**Wiring by layer**

Two of the layers only.
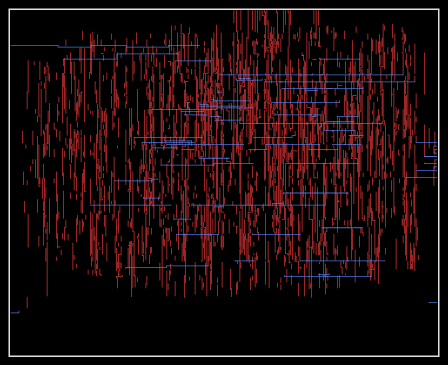
**Clock routing**

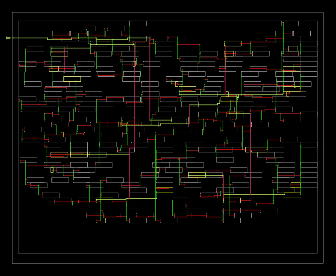
--- config.mk ---
export PLATFORM = sky130hd
export DESIGN_NAME = polyt0_pack_seq
export DESIGN_NICKNAME = d
export VERILOG_FILES = /design/src/rtl/dilithium_pkg.sv /design/src/rtl/polyt0_group_pack.sv /design/src/rtl/polyt0_pack_seq.sv
export SDC_FILE = /design/constraint.sdc
export NUM_CORES = 1
export LEC_CHECK = 0
export CORE_ASPECT_RATIO = 0.8
export CORE_MARGIN = 3
export CORE_UTILIZATION = 50
export DETAILED_ROUTE_END_ITERATION = 12
export PLACE_DENSITY = 0.68
export SYNTH_ARGS = -nofsm -noshare
export SYNTH_HDL_FRONTEND = slang
export SYNTH_HIERARCHICAL = 1
export SYNTH_SLANG_ARGS = --single-unit
--- constraint.sdc ---
create_clock -name clk -period 9 [get_ports clk]
set_input_delay 2.25 -clock clk [delete_from_list [all_inputs] [get_ports clk]]
set_output_delay 2.25 -clock clk [all_outputs]
set_load 0.01 [all_outputs]
--- src/rtl/dilithium_pkg.sv ---
// Shared Dilithium constants and the t0 packing sequencer state type.
// Also provides the t0 coefficient-to-13-bit conversion helper.
package dilithium_pkg;

   localparam int N             = 256;
   localparam int D             = 13;
   localparam int T0_OFFSET     = 4096;
   localparam int GROUP_COEFFS  = 8;
   localparam int GROUP_BYTES   = 13;
   localparam int POLYT0_BYTES  = 416;

   typedef enum logic [1:0] {
      ST_IDLE    = 2'd0,
      ST_COLLECT = 2'd1,
      ST_EMIT    = 2'd2,
      ST_DONE    = 2'd3
   } polyt0_state_t;

   // 4096 - c computed at 32 bits, keeping only the low D bits.
   function automatic logic [D-1:0] t0_to_t(input logic signed [31:0] c);
      return D'(32'(T0_OFFSET) - $unsigned(c));
   endfunction

endpackage

--- src/rtl/polyt0_group_pack.sv ---
// Combinational packer: eight 13-bit values into one 104-bit group word,
// value k occupying bits 13k+12:13k.
module polyt0_group_pack
   import dilithium_pkg::*;
(
   input  logic [D-1:0]                i_vals [GROUP_COEFFS],
   output logic [D*GROUP_COEFFS-1:0]   o_word
);

   always_comb begin
      o_word = '0;
      for (int k = 0; k < GROUP_COEFFS; k++) begin
         o_word[D*k +: D] = i_vals[k];
      end
   end

endmodule

--- src/rtl/polyt0_pack_seq.sv ---
// Streaming Dilithium t0 packer: 256 coefficients in, 416 bytes out, one
// 104-bit group at a time. Optional range flag: POLYT0_RANGE_CHECK_EN.
module polyt0_pack_seq
   import dilithium_pkg::*;
#(
   parameter int COEFF_W = 32
) (
   input  logic                       clk,
   input  logic                       rst,
   input  logic                       start,
   output logic                       busy,
   output logic                       done,
   input  logic                       coef_valid,
   output logic                       coef_ready,
   input  logic signed [COEFF_W-1:0]  coef_data,
   output logic                       byte_valid,
   input  logic                       byte_ready,
   output logic [7:0]                 byte_data,
   output logic                       byte_last,
   output logic                       range_err
);

   localparam int WORD_W = D * GROUP_COEFFS;

   polyt0_state_t       r_state;
   polyt0_state_t       w_state_nxt;
   logic [4:0]          r_grp;
   logic [2:0]          r_cidx;
   logic [3:0]          r_bidx;
   logic [D-1:0]        r_t [GROUP_COEFFS-1];
   logic [WORD_W-1:0]   r_word;

   logic                w_coef_hs;
   logic                w_byte_hs;
   logic                w_start_acc;
   logic                w_grp_full;
   logic                w_grp_sent;
   logic [D-1:0]        w_t_in;
   logic [D-1:0]        w_vals [GROUP_COEFFS];
   logic [WORD_W-1:0]   w_word;
   logic [7:0]          w_byte;

   assign coef_ready  = (r_state == ST_COLLECT);
   assign byte_valid  = (r_state == ST_EMIT);
   assign busy        = (r_state != ST_IDLE);
   assign done        = (r_state == ST_DONE);
   assign w_coef_hs   = coef_valid && coef_ready;
   assign w_byte_hs   = byte_valid && byte_ready;
   assign w_start_acc = (r_state == ST_IDLE) && start;
   assign w_grp_full  = w_coef_hs && (r_cidx == 3'(GROUP_COEFFS - 1));
   assign w_grp_sent  = w_byte_hs && (r_bidx == 4'(GROUP_BYTES - 1));
   assign w_t_in      = t0_to_t(32'(coef_data));

   // The 8th value of a group goes straight from the port into the packer.
   always_comb begin
      for (int k = 0; k < GROUP_COEFFS - 1; k++) begin
         w_vals[k] = r_t[k];
      end
      w_vals[GROUP_COEFFS-1] = w_t_in;
   end

   polyt0_group_pack u_group_pack (
      .i_vals (w_vals),
      .o_word (w_word)
   );

   always_comb begin
      w_byte = '0;
      for (int j = 0; j < GROUP_BYTES; j++) begin
         if (r_bidx == 4'(j)) begin
            w_byte = r_word[8*j +: 8];
         end
      end
   end

   assign byte_data = byte_valid ? w_byte : 8'h00;
   assign byte_last = byte_valid && (r_grp == 5'd31) && (r_bidx == 4'(GROUP_BYTES - 1));

   always_comb begin
      w_state_nxt = r_state;
      case (r_state)
         ST_IDLE:    if (start) w_state_nxt = ST_COLLECT;
         ST_COLLECT: if (w_grp_full) w_state_nxt = ST_EMIT;
         ST_EMIT: begin
            if (w_grp_sent) begin
               w_state_nxt = (r_grp != 5'd31) ? ST_COLLECT : ST_DONE;
            end
         end
         ST_DONE:    w_state_nxt = ST_IDLE;
         default:    w_state_nxt = ST_IDLE;
      endcase
   end

   always_ff @(posedge clk or posedge rst) begin
      if (rst) begin
         r_state <= ST_IDLE;
      end else begin
         r_state <= w_state_nxt;
      end
   end

   always_ff @(posedge clk or posedge rst) begin
      if (rst) begin
         r_grp  <= '0;
         r_cidx <= '0;
         r_bidx <= '0;
      end else if (w_start_acc) begin
         r_grp  <= '0;
         r_cidx <= '0;
         r_bidx <= '0;
      end else begin
         if (w_coef_hs) r_cidx <= r_cidx + 3'd1;
         if (w_byte_hs) begin
            r_bidx <= w_grp_sent ? 4'd0 : r_bidx + 4'd1;
            if (w_grp_sent) r_grp <= r_grp + 5'd1;
         end
      end
   end

   // Shift register: after 7 handshakes, r_t[k] holds the k-th value of the group.
   always_ff @(posedge clk or posedge rst) begin
      if (rst) begin
         for (int k = 0; k < GROUP_COEFFS - 1; k++) r_t[k] <= '0;
         r_word <= '0;
      end else begin
         if (w_coef_hs) begin
            for (int k = 0; k < GROUP_COEFFS - 2; k++) r_t[k] <= r_t[k+1];
            r_t[GROUP_COEFFS-2] <= w_t_in;
         end
         if (w_grp_full) r_word <= w_word;
      end
   end

`ifdef POLYT0_RANGE_CHECK_EN
   localparam logic signed [COEFF_W-1:0] C_LO = COEFF_W'(1 - T0_OFFSET);
   localparam logic signed [COEFF_W-1:0] C_HI = COEFF_W'(T0_OFFSET);

   logic r_range_err;
   logic w_out_of_range;

   assign w_out_of_range = (coef_data < C_LO) || (coef_data > C_HI);

   always_ff @(posedge clk or posedge rst) begin
      if (rst) begin
         r_range_err <= 1'b0;
      end else if (w_start_acc) begin
         r_range_err <= 1'b0;
      end else if (w_coef_hs && w_out_of_range) begin
         r_range_err <= 1'b1;
      end
   end

   assign range_err = r_range_err;
`else
   assign range_err = 1'b0;
`endif

endmodule

==> metrics.csv <==
stage,metric,value,unit
finish,final instance area,10700,um2
finish,fraction of final layout cells sized beyond drive strength 1,17.7,%
floorplan,core area,20100,um2
finish,sequential cell area,5230,um2
yosys,Synth area leaders,"dfrtp_1 50%, nand2_1 9.6%, mux2_2 8.1%",
finish,clkbuf count,34,
finish,logic area,4070,um2
final_timing,setup TNS,0,ns
clocking,CTS resizes,0,
clocking,Max Root-Sink Buffers,3,
finish,largest class,sequential cells,
finish,most frequent cells in the layout,"266 x nand2_1, 209 x dfrtp_1, 75 x mux2_2",
placement,IO buf count,30,
final_timing,fin crit period,6.17,ns
finish,P&R area growth vs syn,2.90,%
setup_path,"CP delay by family, top",AND-OR/OR-AND gates,
global_routing,pin count of the biggest net entering global routing,142,
final_timing,Hold WS,0.471,ns
finish,Layout clock area frac,6.00,%
route,DRT iter0 DRCs,507,
final_timing,period utilization,68.5,%
floorplan,I/O Pins,51,
power,Reg power frac,50.9,%
power,Switching Fraction,30.6,%
yosys,# Cells Yosys,1015,
setup_path,critical path peak fanout,34,
global_routing,initial antenna violation count,0,
route,DRT antenna net count,0,
clocking,hold buffers post-CTS,0,
placement,post-DP HPWL,13800,um
setup_path,CP cell instances,inv_1 > ha_1 > buf_4 > a21oi_1 > a2111oi_0 > a311oi_1 > o221ai_1 > a22o_1 > clkdlybuf4s50_1,
yosys,dominant cell type by area after synthesis,dfrtp_1,
final_timing,Final Hold Viols,0,
floorplan,TAP cells,264,
run_status,outcome,"finished, final reports clean",
power,Power Dens Cells,278,nW/um2
clocking,clk slew on worst S/H paths,0.06,ns
finish,flop share of the area,48.7,%
floorplan,die width,167,um
power,Worst IR Drop VDD,0.000242,V
route,final WL,22100,um
finish,Comb gates,626,
finish,logic share of the area,37.9,%
yosys,synthesized cell area,10400,um2
global_routing,routing usage on met2,28.8,%
placement,Placed Cells,1160,
yosys,synthesized area per cell,10.3,um2
final_timing,fin. max-slew vios,0,
global_routing,GRT busiest layer,met1,
clocking,CTS tree,yes,
finish,antenna cells,0,
clocking,Root Driver,clkbuf_16,
global_routing,gr usage total,19.8,%
finish,Non-Filler Instances,1196,
yosys,"Seq/Total Area, Yosys",50.1,%
setup_path,Bufs and invs on worst path,3,
route,via count,6616,
route,DR DRC count,0,
floorplan,Core Util at FP,51.8,%
finish,Layout Nets,965,
global_routing,GRT met1 Usage,31.8,%
clocking,CTS Buf Count,21,
setup_path,Worst Path Arrival,3.92,ns
global_routing,grt ovf,0,
power,combinational power share,21.3,%
setup_path,CP startpoint kind,register,
route,Routed wire per std cell,18.5,um
## Picture notes: 'wiring by layer'
blue -> met3  # wire length 1190 um
red -> met2  # wire length 9480 um

## Picture notes: 'clock routing'
skew final: 0.00951 ns
Sink Count: 209
clk_lat worst skew: 0.49 ns

==> sequential cells by signal (all words and copies together), names as in the netlist <==
register and cells:
r_word 104, r_bidx 4, r_grp 5, r_cidx 3
r_state 2, r_t 91
==> worst max-delay path by stage <==
stage | cells past startpoint | slack (ns) | end
after detailed placement | 9 | 3.43 | byte_data[4]
after floorplan | 1 | 1.04 | r_bidx[0]$_DFFE_PP0P_
after global placement | 9 | 3.42 | byte_data[4]
after global routing | 9 | 2.70 | byte_data[0]
final | 9 | 2.83 | byte_data[4]
after CTS | 9 | 2.87 | byte_data[0]
==> kinds of logic after synthesis <==
| kind of cell | share of synthesized area [%] |
|---|---|
| xor gates and xnor gates | 1.51 |
| muxes | 13.7 |
| other | 0.0359 |
| and+or+nand+nor | 15.9 |
| DFF | 50.1 |
| adders and majority gates | 1.08 |
| AOI/OAI and AO/OA | 6.78 |
| buffers and inverters | 10.9 |
==> power groups by stage <==
stage	clock, W	combinational (W)	sequential [W]
floorplan	0	0.000732	0.00144
global placement	0	0.000612	0.00151
detailed placement	0	0.000639	0.00153
CTS	0.000848	0.000642	0.00151
global route	0.000886	0.000712	0.00156
finish	0.000830	0.000633	0.00152
==> worst register-to-register path, delay by kind of cell (launching register included) <==
kind	cells	cell delay, ns
buf+inv	1	0.76
flops	1	0.45
mux	1	0.45
simple gates	3	1.11
==> metrics by stage <==
step / setup WS (ns) / util, % / power [W]
2_1_floorplan: 1.04 / - / 0.00217
3_3_place_gp: 3.42 / 50.1 / 0.00213
3_5_place_dp: 3.43 / 50.1 / 0.00217
4_1_cts: 2.87 / 53.3 / 0.00300
5_1_grt: 2.70 / 53.3 / 0.00316
6_report: 2.83 / 53.3 / 0.00298
No activity file was given, so power comes from the tool's default toggle rates.
